==> src/rtl/rally_court_engine.sv <==
// Two-player LED tennis/squash rally engine: tick-driven one-hot ball, timed hit
// windows at the court ends, scoring with server alternation, and a floored speed-up.
module rally_court_engine #(
  parameter int unsigned         N_LEDS     = 16,
  parameter int unsigned         POS_W      = 4,
  parameter int unsigned         SCORE_W    = 3,
  parameter int unsigned         WIN_SCORE  = 3,
  parameter int unsigned         PERIOD_W   = 28,
  parameter logic [PERIOD_W-1:0] SPEED_INIT = 28'd32_800_000,
  parameter logic [PERIOD_W-1:0] SPEED_MIN  = 28'd2_000_000
) (
  input  logic                clock,
  input  logic                reset,
  input  logic [1:0]          hits,
  input  logic                squash,
  output logic [N_LEDS-1:0]   court,
  output logic [SCORE_W-1:0]  score0,
  output logic [SCORE_W-1:0]  score1,
  output logic [4:0]          events,
  output logic [PERIOD_W-1:0] period,
  output logic                game_over
);

  typedef enum logic [1:0] {SERVE, FLY, WINDOW, WIN} state_t;

  localparam logic [POS_W-1:0]   TOP   = POS_W'(N_LEDS - 1);
  localparam logic [SCORE_W-1:0] WIN_S = SCORE_W'(WIN_SCORE);
  localparam logic [N_LEDS-1:0]  LED0  = {{(N_LEDS-1){1'b0}}, 1'b1};

  state_t               state, state_n;
  logic [POS_W-1:0]     pos, pos_n, step_pos;
  logic                 dir, dir_n;        // 1 = toward N_LEDS-1
  logic                 server, server_n, srv;
  logic                 mode, mode_n, mode_eff;
  logic [N_LEDS-1:0]    court_n;
  logic [SCORE_W-1:0]   score0_n, score1_n;
  logic [4:0]           events_n;
  logic [PERIOD_W-1:0]  period_n, cnt, cnt_n, half;
  logic                 game_over_n;
  logic [1:0]           hits_q, press;
  logic                 tick, recv, award, scorer;

  function automatic logic [SCORE_W-1:0] bump(input logic [SCORE_W-1:0] s);
    return (s >= WIN_S) ? WIN_S : s + SCORE_W'(1);
  endfunction

  always_ff @(posedge clock) begin
    if (!reset) begin
      state     <= SERVE;
      pos       <= '0;
      dir       <= 1'b1;
      server    <= 1'b0;
      mode      <= 1'b0;
      court     <= LED0;
      score0    <= '0;
      score1    <= '0;
      events    <= '0;
      period    <= SPEED_INIT;
      cnt       <= '0;
      hits_q    <= '0;
      game_over <= 1'b0;
    end else begin
      state     <= state_n;
      pos       <= pos_n;
      dir       <= dir_n;
      server    <= server_n;
      mode      <= mode_n;
      court     <= court_n;
      score0    <= score0_n;
      score1    <= score1_n;
      events    <= events_n;
      period    <= period_n;
      cnt       <= cnt_n;
      hits_q    <= hits;
      game_over <= game_over_n;
    end
  end

  always_comb begin
    press       = hits & ~hits_q;
    tick        = (cnt == period - PERIOD_W'(1));
    mode_eff    = (state == SERVE || state == WIN) ? squash : mode;
    // Squash has a single live player; otherwise the receiver is the end the ball heads to.
    recv        = mode ? 1'b0 : dir;
    step_pos    = dir ? pos + POS_W'(1) : pos - POS_W'(1);
    half        = period >> 1;
    srv         = mode_eff ? 1'b0 : server;
    state_n     = state;
    pos_n       = pos;
    dir_n       = dir;
    server_n    = server;
    mode_n      = mode_eff;
    score0_n    = score0;
    score1_n    = score1;
    events_n    = '0;
    period_n    = period;
    cnt_n       = tick ? '0 : cnt + PERIOD_W'(1);
    game_over_n = game_over;
    award       = 1'b0;
    scorer      = 1'b0;

    case (state)
      SERVE: begin
        server_n = srv;
        pos_n    = srv ? TOP : '0;
        dir_n    = ~srv;
        if (press[srv]) begin
          state_n  = FLY;
          period_n = SPEED_INIT;
          cnt_n    = '0;
        end
      end
      FLY: begin
        if (press[recv]) begin
          events_n[recv ? 3 : 2] = 1'b1;
          award  = 1'b1;
          scorer = ~recv;
        end else if (tick) begin
          pos_n = step_pos;
          if (mode && dir && step_pos == TOP) begin
            dir_n = 1'b0;
          end else if (dir ? (step_pos == TOP) : (step_pos == '0)) begin
            state_n = WINDOW;
            cnt_n   = '0;
          end
        end
      end
      WINDOW: begin
        if (press[recv]) begin
          dir_n       = ~dir;
          events_n[4] = 1'b1;
          period_n    = (half < SPEED_MIN) ? SPEED_MIN : half;
          cnt_n       = '0;
          state_n     = FLY;
          if (mode) begin
            score0_n = bump(score0);
            if (score0_n == WIN_S) begin
              state_n     = WIN;
              game_over_n = 1'b1;
            end
          end
        end else if (tick) begin
          events_n[recv] = 1'b1;
          award  = 1'b1;
          scorer = ~recv;
        end
      end
      WIN: begin
        if (|press) begin
          server_n    = mode_eff ? 1'b0 : (score0 == WIN_S);
          score0_n    = '0;
          score1_n    = '0;
          game_over_n = 1'b0;
          state_n     = SERVE;
          period_n    = SPEED_INIT;
          pos_n       = server_n ? TOP : '0;
          dir_n       = ~server_n;
          cnt_n       = '0;
        end
      end
      default: state_n = SERVE;
    endcase

    if (award) begin
      if (scorer) score1_n = bump(score1);
      else        score0_n = bump(score0);
      cnt_n = '0;
      if ((scorer ? score1_n : score0_n) == WIN_S) begin
        state_n     = WIN;
        game_over_n = 1'b1;
      end else begin
        state_n  = SERVE;
        period_n = SPEED_INIT;
        server_n = mode ? 1'b0 : ~server;
        pos_n    = server_n ? TOP : '0;
        dir_n    = ~server_n;
      end
    end

    if (state_n == WIN) court_n = (score0_n == WIN_S) ? '0 : '1;
    else                court_n = LED0 << pos_n;
  end

endmodule

==> config.mk <==
export PLATFORM = sky130hd
export DESIGN_NAME = rally_court_engine
export DESIGN_NICKNAME = d
export VERILOG_FILES = /design/src/rtl/rally_court_engine.sv
export SDC_FILE = /design/constraint.sdc
export NUM_CORES = 1
export LEC_CHECK = 0
export CAP_MARGIN = 20
export CORE_UTILIZATION = 45
export CTS_CLUSTER_DIAMETER = 100
export CTS_CLUSTER_SIZE = 25
export DETAILED_ROUTE_END_ITERATION = 10
export PLACE_DENSITY = 0.66
export SYNTH_ARGS = -nofsm -noshare
export SYNTH_HDL_FRONTEND = slang
export SYNTH_SLANG_ARGS = --single-unit
==> constraint.sdc <==
create_clock -name clock -period 10.5 [get_ports clock]
set_input_delay 1.575 -clock clock [delete_from_list [all_inputs] [get_ports clock]]
set_output_delay 1.575 -clock clock [all_outputs]
set_load 0.05 [all_outputs]
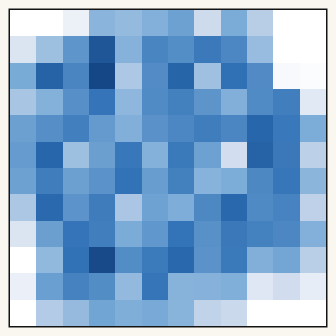
cell_density.png
12 x 12 tiles, from white (low) to dark blue (high), 0 to 100% covered.
7.6% of the tiles are nearly empty. The mean over all tiles is 49%. The fullest tile reaches 91%. 7.6% of the tiles are over 75% full.

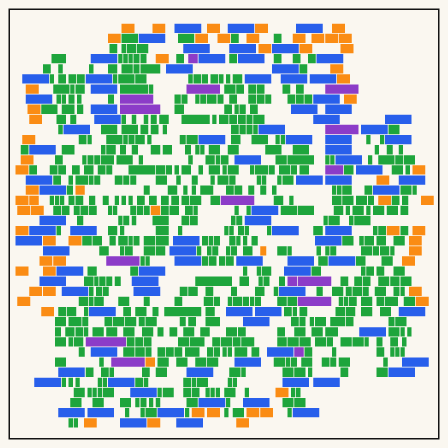
placement_by_type.png
Key: green = combinational and other logic [cells 578, share of their area 56%]; orange = other buffers and delay cells [cells 65, share of their area 9.7%]; purple = clock drivers and dummy loads [cells 15, share of their area 4.9%]; blue = flops [cells 95, share of their area 29%]

==> flow_summary.toml <==
# physical design summary
[status]
status = "finished, final reports clean"

[finish]
seq-cell-share_pct = 28.2
combAreaFraction_pct = 53.3
logic_gate_count = 557
clockBufferCount = 10
final_nets = 769
nFillCells = 1156
clockNetworkAreaShare_pct = 4.77
comb_area_um2 = 3600
lay_top_count = "dfxtp_1"
numSequentialCells = 95
fin_area_um2 = 6750
final_cell_mix = "95 x dfxtp_1, 92 x nor2_1, 60 x clkdlybuf4s50_1"
dominant_cells = "combinational gates"
syn_to_final_growth_pct = 17.2
bufAreaShareNonClock_pct = 9.42

[synth]
async_flop_share_pct = 0
top_logic_kind = "simple AND/OR/NAND/NOR gates"
ys.flop_type = "dfxtp_1"
ys_warn_count = 0
top_cells_by_count = "95 x dfxtp_1, 92 x nor2_1, 55 x nand2_1, 35 x xnor2_1, 30 x a21oi_1"
numSynthFlops = 95
top_area_share_pct = 33.0
ys_seq_share_pct = 33.0
top_area_cell = "dfxtp_1"
synth_area_um2 = 5760
syn_avg_cell_area_um2 = 8.09
ys_area_um2 = 5760
top_cells_by_area = "dfxtp_1 33%, nor2_1 6.0%, xnor2_1 5.3%"
ys_types = 74
floorplan.nets = 731
top_cell = "dfxtp_1"
syn_inst = 711
xor_area_share_pct = 9.43

[place]
place_hpwl_um = 11600
numPortBuffers = 60
placed_area_um2 = 6420

[clock_tree]
post_cts_resize_count = 0
tritoncts = "yes"
clk_pin_slew_ns = 0.06
cts_setup_buffers = 0
cts_max_level = 3
cts_buffer_depth = 2
clock.latency.late_pin_ns = 0.35
cts_buffers = 9

[floorplan]
fp_util_pct = 46.9
tapCellCount = 168
dieArea_um2 = 13200
die_w_um = 115
rows = 40
core_um2 = 12300

[grt]
grt_max_degree = 28
met2_usage_pct = 38.9
grt_use_met3_pct = 4.11
antenna_found_initial = 0
first_global_vias = 5110
grtUsageMet1_pct = 34.9

[drt]
wl_met3_um = 1040
drtIter0Drc = 403
wl_um = 15900
met1Wirelength_um = 7540
route.vias.total = 5471
first_pass_iters = 5

[power]
swShare_pct = 39.9
combinationalPower_mw = 0.463
switchingPower_mw = 0.507
ir_worst_vdd_v = 0.000107
finalPower_mw = 1.27
p_leak_nw = 2.39
power_top_consumer = "combinational logic"
p_clk_share_pct = 27.9
power_frac_comb_pct = 36.5
pwr_density_cell_nw_per_um2 = 188
seq_power_mw = 0.452

[setup_path]
crit_end = "court[4]"
crit_path_top_delay_cell = "nor4_1"
critPathTopFamily = "simple AND/OR/NAND/NOR gates"
startpoint_type = "flip-flop"
critPathCaptureType = "flip-flop"
slowest_delay_ns = 0.75
crit_required_ns = 10.77
worstPathCellList = "nor4_1 -> nand3_1 -> nor4_1 -> xnor2_1 -> nand4b_1 -> a2111o_1 -> o22ai_4 -> mux2_4 -> o21a_1 -> nand4_1 -> o22ai_1"

[hold_path]
hold_path.class = "reg -> reg"
hp-start = "cnt[0]"
holdPathStages = 1
hold_end = "cnt[0]"

[timing]
fin_setup_tns_ns = 0
post-route-period-util_pct = 46.3
worst_slack_ns = 5.64
